--- config.mk ---
export PLATFORM = sky130hd
export DESIGN_NAME = ho_tsm_prng_flat
export DESIGN_NICKNAME = d
export VERILOG_FILES = /design/src/rtl/ho_tsm_prng_pkg.sv /design/src/rtl/ho_tsm_prng_if.sv /design/src/rtl/ho_tsm_lfsr_batch.sv /design/src/rtl/ho_tsm_prng.sv /design/src/flat_wrapper.sv
export SDC_FILE = /design/constraint.sdc
export NUM_CORES = 1
export LEC_CHECK = 0
export ABC_AREA = 1
export CAP_MARGIN = 20
export CORE_MARGIN = 2
export CORE_UTILIZATION = 66
export CTS_BUF_LIST = sky130_fd_sc_hd__clkbuf_8
export DETAILED_ROUTE_END_ITERATION = 12
export PLACE_DENSITY = 0.88
export SYNTH_ARGS = -nofsm -noshare
export SYNTH_HDL_FRONTEND = slang
export SYNTH_HIERARCHICAL = 1
export SYNTH_SLANG_ARGS = --single-unit
--- constraint.sdc ---
create_clock -name clk -period 4.2 [get_ports clk]
set_clock_uncertainty 0.1 [all_clocks]
set_input_delay 0.42 -clock clk [delete_from_list [all_inputs] [get_ports clk]]
set_output_delay 0.42 -clock clk [all_outputs]
set_load 0.005 [all_outputs]
--- src/rtl/ho_tsm_prng_pkg.sv ---
// Shared HO-TSM constants and types: randomness width, LFSR geometry, PRNG FSM states.
package ho_tsm_prng_pkg;

   // Width of the fresh-randomness bus feeding the first-order time-sharing stage.
   localparam int unsigned TSM_RAND_W = 19;

   // Fibonacci LFSR x^127 + x + 1: new bit = S[TAP_A] ^ S[TAP_B], shifted in at the top.
   localparam int unsigned LFSR_LEN   = 127;
   localparam int unsigned LFSR_TAP_A = 0;
   localparam int unsigned LFSR_TAP_B = 1;

   // Seed is delivered as four 32-bit words; the top word only contributes 31 bits.
   localparam int unsigned SEED_W     = 32;
   localparam int unsigned SEED_WORDS = 4;
   localparam int unsigned SEED_TOP_W = LFSR_LEN - (SEED_WORDS - 1) * SEED_W;

   typedef logic [LFSR_LEN-1:0] lfsr_state_t;
   typedef logic [TSM_RAND_W:1] rand_batch_t;

   typedef enum logic [1:0] {
      StIdle   = 2'd0,
      StLoad   = 2'd1,
      StWarmup = 2'd2,
      StRun    = 2'd3
   } prng_state_e;

   // An all-zero LFSR is a fixed point; kick it onto the maximal cycle by setting S[0].
   function automatic lfsr_state_t zero_guard(input lfsr_state_t s);
      lfsr_state_t r;
      r = s;
      if (s == '0) begin
         r[0] = 1'b1;
      end
      return r;
   endfunction

endpackage

--- src/rtl/ho_tsm_prng_if.sv ---
// Seed handshake and randomness delivery bundle between the PRNG and its user.
interface ho_tsm_prng_if;
   import ho_tsm_prng_pkg::*;

   logic [SEED_W-1:0] seed_data;
   logic              seed_valid;
   logic              seed_ready;
   logic              rand_en;
   rand_batch_t       PRNG_rand_output;
   logic              rand_valid;

   // Seeder / randomness consumer side.
   modport master (
      output seed_data,
      output seed_valid,
      output rand_en,
      input  seed_ready,
      input  PRNG_rand_output,
      input  rand_valid
   );

   // PRNG side.
   modport slave (
      input  seed_data,
      input  seed_valid,
      input  rand_en,
      output seed_ready,
      output PRNG_rand_output,
      output rand_valid
   );

endinterface

--- src/rtl/ho_tsm_lfsr_batch.sv ---
// Combinational 19-step unroll of the x^127 + x + 1 Fibonacci LFSR.
// With taps at 0 and 1 and only 19 steps, every new bit is a single XOR of pre-batch state.
module ho_tsm_lfsr_batch
   import ho_tsm_prng_pkg::*;
(
   input  lfsr_state_t state_i,
   output lfsr_state_t state_o,
   output rand_batch_t rand_o
);

   logic [TSM_RAND_W-1:0] new_bits;

   // Bit j is produced at step j+1; after j steps the taps sit at S[j+TAP_A] and S[j+TAP_B].
   always_comb begin
      new_bits = '0;
      for (int unsigned j = 0; j < TSM_RAND_W; j++) begin
         new_bits[j] = state_i[j + LFSR_TAP_A] ^ state_i[j + LFSR_TAP_B];
      end
   end

   // Shift out 19 oldest bits; the new bits enter at the top in generation order.
   always_comb begin
      state_o = '0;
      rand_o  = '0;
      state_o[LFSR_LEN-TSM_RAND_W-1:0]        = state_i[LFSR_LEN-1:TSM_RAND_W];
      state_o[LFSR_LEN-1:LFSR_LEN-TSM_RAND_W] = new_bits;
      for (int unsigned k = 1; k <= TSM_RAND_W; k++) begin
         rand_o[k] = new_bits[k-1];
      end
   end

endmodule

--- src/rtl/ho_tsm_prng.sv ---
// HO-TSM fresh-randomness source: seeded 127-bit LFSR, mandatory warm-up, 19 bits per clock.
module ho_tsm_prng
   import ho_tsm_prng_pkg::*;
#(
   // Batches run after seeding before output is valid; keep >= 7 so >= 127 steps mix the seed.
   parameter int unsigned WARMUP_BATCHES = 8
) (
   input  logic         clk,
   input  logic         rst,
   ho_tsm_prng_if.slave prng_if
);

   localparam int unsigned       CntW      = $clog2(WARMUP_BATCHES);
   localparam logic [CntW-1:0]   LastBatch = CntW'(WARMUP_BATCHES - 1);

   prng_state_e     state_q, state_d;
   logic [1:0]      word_cnt_q, word_cnt_d;
   logic [CntW-1:0] batch_cnt_q, batch_cnt_d;
   lfsr_state_t     s_q, s_d;
   rand_batch_t     out_q, out_d;

   lfsr_state_t     batch_state;
   rand_batch_t     batch_rand;
   logic            seed_ready;
   logic            seed_fire;

   ho_tsm_lfsr_batch u_batch (
      .state_i (s_q),
      .state_o (batch_state),
      .rand_o  (batch_rand)
   );

   // Seed words are refused only while warm-up is mixing the state.
   assign seed_ready = (state_q != StWarmup);
   assign seed_fire  = prng_if.seed_valid & seed_ready;

   assign prng_if.seed_ready       = seed_ready;
   assign prng_if.PRNG_rand_output = out_q;
   assign prng_if.rand_valid       = (state_q == StRun);

   // Next-state: seed assembly, warm-up batch counting and consumer-paced batches.
   always_comb begin
      state_d     = state_q;
      word_cnt_d  = word_cnt_q;
      batch_cnt_d = batch_cnt_q;
      s_d         = s_q;
      out_d       = out_q;

      case (state_q)
         StIdle, StRun: begin
            // A handshake here always carries word 0; a reseed wins over rand_en.
            if (seed_fire) begin
               s_d[SEED_W-1:0] = prng_if.seed_data;
               word_cnt_d      = 2'd1;
               state_d         = StLoad;
            end else if ((state_q == StRun) && prng_if.rand_en) begin
               s_d   = batch_state;
               out_d = batch_rand;
            end
         end

         StLoad: begin
            if (seed_fire) begin
               word_cnt_d = word_cnt_q + 2'd1;
               case (word_cnt_q)
                  2'd0: s_d[SEED_W-1:0]          = prng_if.seed_data;
                  2'd1: s_d[2*SEED_W-1:SEED_W]   = prng_if.seed_data;
                  2'd2: s_d[3*SEED_W-1:2*SEED_W] = prng_if.seed_data;
                  default: begin
                     // Top word: bit 31 has no home in a 127-bit state and is dropped.
                     s_d = zero_guard({prng_if.seed_data[SEED_TOP_W-1:0],
                                       s_q[3*SEED_W-1:0]});
                     batch_cnt_d = '0;
                     state_d     = StWarmup;
                  end
               endcase
            end
         end

         StWarmup: begin
            s_d         = batch_state;
            out_d       = batch_rand;
            batch_cnt_d = batch_cnt_q + 1'b1;
            if (batch_cnt_q == LastBatch) begin
               state_d = StRun;
            end
         end

         default: state_d = StIdle;
      endcase
   end

   // State registers; reset discards any partially loaded seed.
   always_ff @(posedge clk) begin
      if (rst) begin
         state_q     <= StIdle;
         word_cnt_q  <= 2'd0;
         batch_cnt_q <= '0;
         s_q         <= '0;
         out_q       <= '0;
      end else begin
         state_q     <= state_d;
         word_cnt_q  <= word_cnt_d;
         batch_cnt_q <= batch_cnt_d;
         s_q         <= s_d;
         out_q       <= out_d;
      end
   end

endmodule

--- src/flat_wrapper.sv ---
// flat-port wrapper written by rule: the top's interface ports become plain ports
module ho_tsm_prng_flat import ho_tsm_prng_pkg::*;
#(
                                                                                               
   parameter int unsigned WARMUP_BATCHES = 8
)
  (clk, rst, prng_if_seed_data, prng_if_seed_valid, prng_if_rand_en, prng_if_seed_ready, prng_if_PRNG_rand_output, prng_if_rand_valid);
  ho_tsm_prng_if prng_if_i ();
  input  logic clk;
  input  logic rst;
  input wire logic [$bits(prng_if_i.seed_data)-1:0] prng_if_seed_data;
  input wire logic [$bits(prng_if_i.seed_valid)-1:0] prng_if_seed_valid;
  input wire logic [$bits(prng_if_i.rand_en)-1:0] prng_if_rand_en;
  output wire logic [$bits(prng_if_i.seed_ready)-1:0] prng_if_seed_ready;
  output wire logic [$bits(prng_if_i.PRNG_rand_output)-1:0] prng_if_PRNG_rand_output;
  output wire logic [$bits(prng_if_i.rand_valid)-1:0] prng_if_rand_valid;
  assign prng_if_i.seed_data = prng_if_seed_data;
  assign prng_if_i.seed_valid = prng_if_seed_valid;
  assign prng_if_i.rand_en = prng_if_rand_en;
  assign prng_if_seed_ready = prng_if_i.seed_ready;
  assign prng_if_PRNG_rand_output = prng_if_i.PRNG_rand_output;
  assign prng_if_rand_valid = prng_if_i.rand_valid;
  ho_tsm_prng #(.WARMUP_BATCHES(WARMUP_BATCHES)) u_core (.clk(clk), .rst(rst), .prng_if(prng_if_i));
endmodule
Fig. 1: M1 wires
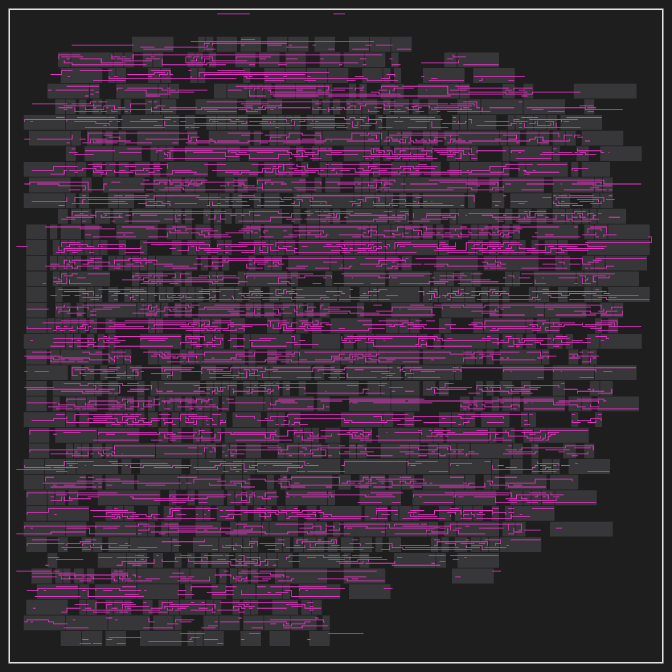
wire length on this layer: 8,520 um
share of all routed wire: 40%
longest straight run: 43.2 um

Fig. 2: signal wires on met2
Scale bar: 20 um.
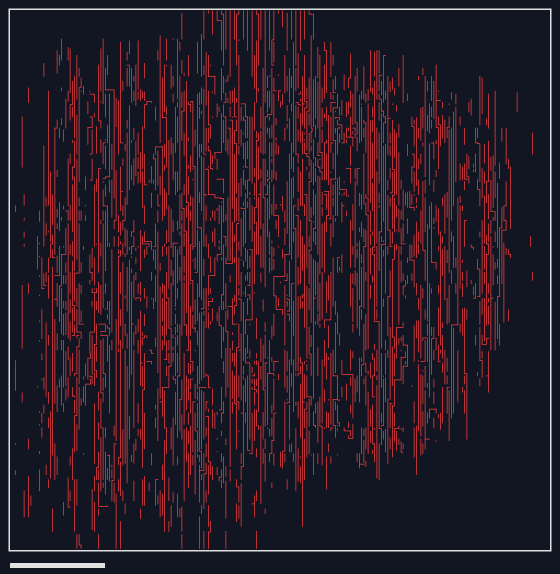
nets with wire on the layer: 816
share of all routed wire: 43%
longest straight run: 39.4 um

==> results.yml <==
# implementation run metrics
outcome:
  status: "finished clean"
grt:
  overflow: 0
  grt_pass1_wl_um: 32600
  met1_usage_pct: 46.1
  grt_use_met3_pct: 7.70
clock_network:
  numCtsBuffers: 17
  path_clk_slew_ns: 0.08
  h-tree-depth: 4
  cts-root-buf: "clkbuf_8"
  clock.latency.late_pin_ns: 0.46
  max-clock-path-buffers: 2
  cts_resized: 0
sta:
  worst_pin_slew_ns: 1.02
  slew-limit-headroom_pct: 31.8
  hold_viol: 0
  rsz0062_at_grt: "false"
  finalClockPeriodUsage_pct: 71.7
yosys:
  synthTopCellsByArea: "dfxtp_1 (39%), nand2_1 (13%), buf_4 (12%)"
  synthFlopType: "dfxtp_1"
  synth.top_cell.area_share_pct: 38.8
  syn_area_per_cell_sq_um: 7.17
  synthArstFlopShare_pct: 0
  ys_types: 26
  synth.top_cells.by_count: "nand2_1 (273), dfxtp_1 (153), buf_4 (129)"
  yosys-stat-area_sq_um: 7900
  syn_area_sq_um: 7900
  ys_sh_adder_pct: 1.58
  edf_count: 0
  yosysSeqAreaShare_pct: 38.8
job:
  tool_warnings: 32
floorplanning:
  die_h_um: 113
  design.core.area_sq_um: 11600
critical_path:
  required_ns: 4.48
  crit_chain: "inv_1 -> ha_1 -> nand2_1 -> nand2_2 -> inv_2 -> nand2_1 -> inv_2 -> o21ai_0 -> a31oi_1"
  setup.worst_path.start: "u_core/state_q[0]"
  r2r-end: "u_core/s_q[60]"
  cp-start-kind: "flop"
  critPathArrivalTime_ns: 3.29
  cp_slowest_cell: "inv_2"
detailed_routing:
  wl_per_cell_um: 18.5
  top_layer_used: "met4"
  route.met2.wl_um: 9010
  m1WireLength_um: 8520
  detail-route-antenna-nets: 0
  met3WireLength_um: 2640
  vias: 7149
  firstDrtPassIters: 7
power:
  p_seq_uw: 2210
  power_uw: 6480
layout:
  area_delta_synth_final_pct: 0.808
  final_area_sq_um: 7960
hold_path:
  worstHoldPathType: "flop to flop"
  hold_path_startpoint: "u_core/prng_if.PRNG_rand_output[15]"
  holdPathStages: 2
placement:
  postPlaceCellArea_sq_um: 7460
Fig. 3: the metal 3 layer
Scale bar: 20 um.
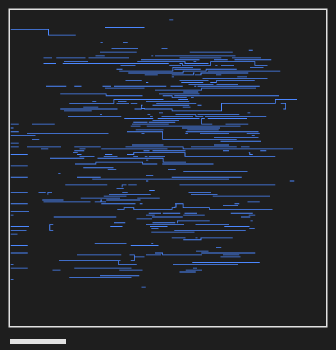
nets with wire on the layer: 165
wire length on this layer: 2,640 um

-- placed cells by master (no fill, tap or decap) --
| master | instances |
|---|---|
| nand2_1 | 273 |
| dfxtp_1 | 153 |
| a31oi_1 | 99 |
| nor2_1 | 88 |
| o21ai_0 | 79 |
| clkdlybuf4s50_1 | 56 |
| a21oi_1 | 54 |
| o21ai_1 | 50 |
| inv_1 | 35 |
| a22oi_1 | 27 |
| nand3_1 | 23 |
| clkbuf_8 | 19 |
| ha_1 | 10 |
| inv_2 | 7 |
| bufinv_16 | 6 |
| clkinv_2 | 4 |
| buf_4 | 4 |
| clkinvlp_4 | 3 |
| nor2_4 | 2 |
| nand2_2 | 2 |
| o21ai_2 | 2 |
| nand4_1 | 2 |
| buf_12 | 2 |
| a21oi_4 | 1 |
| a21oi_2 | 1 |
| o21bai_1 | 1 |
| o31ai_1 | 1 |
| o2111ai_1 | 1 |
-- state kept, by name, summed over array words and instances, names as in the netlist --
register	flops
u_core/s_q	127
u_core/state_q	2
u_core/prng_if.PRNG_rand_output	19
u_core/batch_cnt_q	3
u_core/word_cnt_q	2
-- cell type report --
class / count / area share, %
Multi-Input combinational cell: 716 / 43.3
Clock buffer: 19 / 3.28
Clock inverter: 13 / 2.80
Inverter: 42 / 1.98
Timing Repair Buffer: 62 / 7.92
Sequential cell: 153 / 38.5
Tap cell: 143 / 2.25
-- tightest hold or removal path, stage by stage, from the launching register on --
cell,delay (ns)
dfxtp_1,0.31
nand2_1,0.06
a21oi_1,0.05
-- metrics by stage --
stage | setup WS, ns | hold WS, ns | util, %
floorplan | 2.33 | 0.339 | -
detailed placement | 1.03 | 0.355 | 64.5
finish | 1.19 | 0.363 | 68.8
CTS | 1.10 | 0.364 | 68.7
global route | 0.888 | 0.385 | 68.8
global placement | 1.24 | 0.353 | 64.5
Power and IR drop assume default switching activity.
